**config.mk**
```make
export PLATFORM = sky130hd
export DESIGN_NAME = plus_sat_pipe
export DESIGN_NICKNAME = d
export VERILOG_FILES = /design/src/rtl/plus_pkg.sv /design/src/rtl/plus_lane.sv /design/src/rtl/plus_sat_pipe.sv
export SDC_FILE = /design/constraint.sdc
export NUM_CORES = 1
export LEC_CHECK = 0
export ABC_AREA = 1
export ABC_CLOCK_PERIOD_IN_PS = 5600
export CORE_MARGIN = 4
export CORE_UTILIZATION = 42
export CTS_CLUSTER_DIAMETER = 100
export DETAILED_ROUTE_END_ITERATION = 16
export PLACE_DENSITY = 0.68
export RECOVER_POWER = 25
export SYNTH_ARGS = -nofsm -noshare
export SYNTH_HDL_FRONTEND = slang
export SYNTH_SLANG_ARGS = --single-unit
```
**constraint.sdc**
```tcl
create_clock -name clk -period 5.6 [get_ports clk]
set_clock_uncertainty 0.05 [all_clocks]
set_input_delay 1.12 -clock clk [delete_from_list [all_inputs] [get_ports clk]]
set_output_delay 1.12 -clock clk [all_outputs]
set_load 0.02 [all_outputs]
```
**src/rtl/plus_pkg.sv**
```systemverilog
// Shared types and the single-lane add/subtract/saturate function for the
// plus_sat_pipe datapath.
package plus_pkg;

   // Widest lane the arithmetic helper supports (lane WIDTH must be < MAX_W).
   localparam int MAX_W = 64;

   typedef logic signed [MAX_W-1:0] wide_t;

   typedef enum logic {
      OP_ADD = 1'b0,
      OP_SUB = 1'b1
   } op_e;

   typedef struct packed {
      logic  ovf;
      wide_t res;
   } sum_t;

   // Add or subtract two sign-extended w-bit operands.
   // The exact result needs w+1 bits, so shifting it right by w-1 leaves
   // 0 or -1 when it fits in w bits. Any other value is an overflow, and the
   // sign of the exact result picks the clamp direction.
   // Subtraction is a + ~b + 1, so both ops share one adder.
   function automatic sum_t sat_add(input wide_t a,
                                    input wide_t b,
                                    input op_e   op,
                                    input logic  sat,
                                    input int    w);
      wide_t bx;
      wide_t r;
      wide_t t;
      wide_t vmax;
      wide_t vmin;
      logic  cin;
      logic  o;
      sum_t  s;
      cin  = (op == OP_SUB);
      bx   = cin ? ~b : b;
      r    = a + bx + {{(MAX_W-1){1'b0}}, cin};
      t    = r >>> (w - 1);
      o    = (t != '0) && (t != '1);
      vmax = (wide_t'(1) << (w - 1)) - wide_t'(1);
      vmin = ~vmax;
      s.ovf = o;
      if (o && sat) begin
         s.res = r[MAX_W-1] ? vmin : vmax;
      end else begin
         s.res = r;
      end
      return s;
   endfunction

endpackage

```
**src/rtl/plus_lane.sv**
```systemverilog
// Combinational single-lane signed add/subtract with optional saturation.
// It returns the WIDTH-bit result and the lane overflow flag.
module plus_lane
   import plus_pkg::*;
#(
   parameter int WIDTH    = 16,
   parameter bit SATURATE = 1'b1
) (
   input  logic signed [WIDTH-1:0] i_a,
   input  logic signed [WIDTH-1:0] i_b,
   input  op_e                     i_op,
   output logic signed [WIDTH-1:0] o_res,
   output logic                    o_ovf
);

   sum_t w_sum;
   logic w_unused_hi;

   assign w_sum  = sat_add(wide_t'(i_a), wide_t'(i_b), i_op, SATURATE, WIDTH);
   assign o_res  = w_sum.res[WIDTH-1:0];
   assign o_ovf  = w_sum.ovf;

   // Only the low WIDTH bits matter. The rest are sign or clamp fill.
   assign w_unused_hi = ^w_sum.res[MAX_W-1:WIDTH];

endmodule

```
**src/rtl/plus_sat_pipe.sv**
```systemverilog
// Pipelined multi-lane signed adder/subtractor with per-lane overflow flags,
// a saturating overflow event counter and a valid/ready stream interface.
// Stage 1 holds the arithmetic result. Later stages only delay it.
// Every stage collapses bubbles, so the pipe holds up to STAGES beats.
module plus_sat_pipe
   import plus_pkg::*;
#(
   parameter int WIDTH    = 16,
   parameter int LANES    = 1,
   parameter int STAGES   = 2,
   parameter bit SATURATE = 1'b1,
   parameter int CNT_W    = 16
) (
   input  logic                   clk,
   input  logic                   rst,
   input  logic                   in_valid,
   output logic                   in_ready,
   input  logic                   op,
   input  logic [LANES*WIDTH-1:0] in_1,
   input  logic [LANES*WIDTH-1:0] in_2,
   output logic                   out_valid,
   input  logic                   out_ready,
   output logic [LANES*WIDTH-1:0] out,
   output logic [LANES-1:0]       ovf,
   input  logic                   cnt_clr,
   output logic [CNT_W-1:0]       ovf_count
);

   localparam int DW = LANES * WIDTH;
   localparam logic [CNT_W-1:0] CNT_MAX = '1;

   logic [DW-1:0]    w_res;
   logic [LANES-1:0] w_ovf;

   logic [STAGES:1]  r_vld;
   logic [DW-1:0]    r_data [1:STAGES];
   logic [LANES-1:0] r_ovf  [1:STAGES];

   logic [STAGES:1]  w_ld;
   logic             w_chain;
   logic             w_out_xfer;

   logic [CNT_W-1:0] r_cnt;

   // ---- Stage 0 -> 1 boundary: per-lane arithmetic on the raw inputs ----
   for (genvar l = 0; l < LANES; l++) begin : g_lane
      plus_lane #(
         .WIDTH    (WIDTH),
         .SATURATE (SATURATE)
      ) u_lane (
         .i_a   (in_1[l*WIDTH +: WIDTH]),
         .i_b   (in_2[l*WIDTH +: WIDTH]),
         .i_op  (op_e'(op)),
         .o_res (w_res[l*WIDTH +: WIDTH]),
         .o_ovf (w_ovf[l])
      );
   end

   // Ready chain: a stage may load when it is empty or its successor loads.
   // The chain starts from out_ready and never sees in_valid.
   always_comb begin
      w_ld    = '0;
      w_chain = !r_vld[STAGES] || out_ready;
      w_ld[STAGES] = w_chain;
      for (int k = STAGES - 1; k >= 1; k--) begin
         w_chain = !r_vld[k] || w_chain;
         w_ld[k] = w_chain;
      end
   end

   // No transfer is offered in either direction while reset is held.
   assign in_ready   = w_ld[1] && !rst;
   assign out_valid  = r_vld[STAGES] && !rst;
   assign out        = r_data[STAGES];
   assign ovf        = r_ovf[STAGES];
   assign w_out_xfer = out_valid && out_ready;

   // ---- Stage 1..STAGES registers: stage 1 captures results, later stages delay ----
   // Data only moves when a valid beat moves, so an emptied stage keeps its last value.
   always_ff @(posedge clk) begin
      if (rst) begin
         r_vld <= '0;
         for (int k = 1; k <= STAGES; k++) begin
            r_data[k] <= '0;
            r_ovf[k]  <= '0;
         end
      end else begin
         if (w_ld[1]) begin
            r_vld[1] <= in_valid;
            if (in_valid) begin
               r_data[1] <= w_res;
               r_ovf[1]  <= w_ovf;
            end
         end
         for (int k = 2; k <= STAGES; k++) begin
            if (w_ld[k]) begin
               r_vld[k] <= r_vld[k-1];
               if (r_vld[k-1]) begin
                  r_data[k] <= r_data[k-1];
                  r_ovf[k]  <= r_ovf[k-1];
               end
            end
         end
      end
   end

   // ---- Output boundary: count transferred beats that flagged any overflow ----
   // Clear takes priority over a coincident increment. The count holds at all-ones.
   always_ff @(posedge clk) begin
      if (rst || cnt_clr) begin
         r_cnt <= '0;
      end else if (w_out_xfer && (|r_ovf[STAGES]) && (r_cnt != CNT_MAX)) begin
         r_cnt <= r_cnt + CNT_W'(1);
      end
   end

   assign ovf_count = r_cnt;

endmodule

```
==> flow_summary_export.csv <==
group,metric,value,unit
place,io_buffers,72,
timing,fin_ws,0.646,ns
critical_path,crit_path_end,"r_data[1][1]",
detailed_routing,ant_nets,0,
power,total_power,1.10,mW
critical_path,r2r-end,"ovf_count[4]",
detailed_routing,drtIter0Drc,156,
logic_synthesis,ys_cells,502,
power,power.density,219,nW/um2
logic_synthesis,yosys_area,4030,um2
place,place_ws,0.322,ns
timing,setup_tns,0,ns
timing,holdWs,0.450,ns
power,irDropWorstVdd,88.8,uV
logic_synthesis,synth_cell_types,36,
run_status,status,"finished clean",
timing,period_needed,4.95,ns
layout,stdcell_area,5000,um2
critical_path,r2r_slack,3.14,ns
detailed_routing,highest_layer,"met4",
logic_synthesis,ys.flops,52,
critical_path,worstPathMaxFanout,15,
detailed_routing,wl_met1,3.70,mm
timing,finalClockPeriodUsage,88.5,%
min_path,hold_class,"flip-flop to flip-flop",
logic_synthesis,yosysSeqAreaShare,34.3,%
critical_path,required,5.58,ns
floorplan,dieHeight,106,um
logic_synthesis,top_area_share,25.4,%
timing,relSlewSlack,27.3,%
critical_path,crit_chain,"clkdlybuf4s50_1, buf_4, nand2_1, nand2_1, inv_1, fa_1, inv_1, nand3_1, nand2_1, nand2_2, nand2_4, nand2_2, nand2_4, inv_1, fa_1, nand3_1, nor4_1, nand3_1, nor2_1, nand3_4, nand3_4, a21oi_1",
global_route,antenna_found_initial,0,
layout,syn_to_final_growth,24.1,%
min_path,hold_path_end,"r_vld[2]",
logic_synthesis,yosysTopAreaCell,"edfxtp_1",
## power breakdown
part           switching, mW  internal [mW]  total, mW
sequential           0.00539          0.431      0.436
clock                  0.126          0.135      0.261
combinational          0.239          0.160      0.399
## state kept, by name (all words and copies together), names as in the netlist
name,count
r_vld,2
ovf_count,16
r_ovf,2
r_data,32
## critical path, delay by kind of cell
kind / cells / cell delay [ns]
compound gates: 1 / 0.12
fa+ha+maj: 2 / 0.91
buf+inv: 5 / 0.95
simple gates: 14 / 1.81
## per-layer routing
| layer | track usage [%] | vias up |
|---|---|---|
| li1 | - | 1762 |
| met1 | 19.5 | 1485 |
| met2 | 25.9 | 72 |
| met3 | 1.88 | 8 |
| met4 | 4.63 | 0 |
| met5 | 0 | - |
## stage by stage
stage	std cells	util, %
2_1_floorplan	502	-
3_3_place_gp	700	52.6
3_5_place_dp	700	52.6
4_1_cts	708	53.9
5_1_grt	708	53.8
6_report	708	53.8
## area by class of cell
type | count | area, um2 | share of cell area (%)
multi-input combinational | 367 | 2300 | 46.1
sequential | 52 | 1380 | 27.6
timing repair buffer | 76 | 751 | 15.0
inverter | 76 | 285 | 5.71
tap | 129 | 161 | 3.23
clock buffer | 5 | 68.8 | 1.38
clock inverter | 3 | 46.3 | 0.926
## kinds of logic (layout without fill, tap and decap cells)
kind of cell | Yosys count | after routing | share of synthesized area, %
AOI/OAI and AO/OA | 59 | 59 | 8.92
xor gates and xnor gates | 36 | 36 | 7.83
adders and majority gates | 33 | 33 | 13.4
buffers and inverters | 83 | 160 | 8.36
DFF | 52 | 52 | 34.3
and+or+nand+nor | 239 | 239 | 27.2
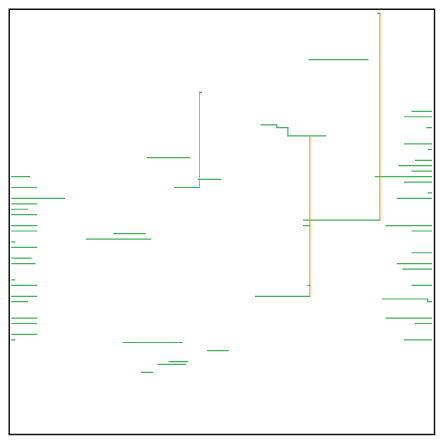
Figure 1: routed metal, one colour a layer.
Drawn at 4 px/um. Two of the layers only.
| colour | layer | wire length |
|---|---|---|
| green | metal 3 | 398 um |
| orange | metal 4 | 116 um |
Vias: 3,327
GRT Total Usage: 15.0%
wire per inst: 11.3 um

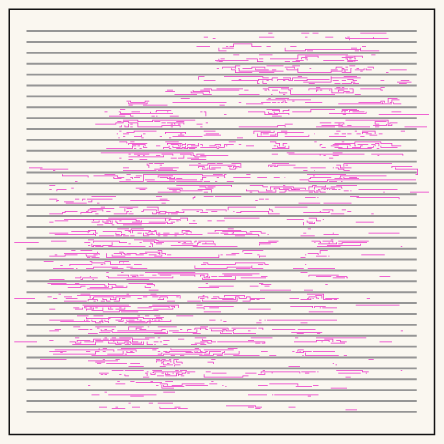
Figure 2: metal 1.
Drawn at 4 px/um. Supply wires on this layer in grey.
main direction: horizontal
wire length on this layer: 3,700 um
longest straight run: 28.1 um
share of all routed wire: 46%
nets with wire on the layer: 587
M1 GR Usage: 19.5%
final WL: 7.97 mm

Power figures rest on the tool's default switching activity, not on a simulated workload.
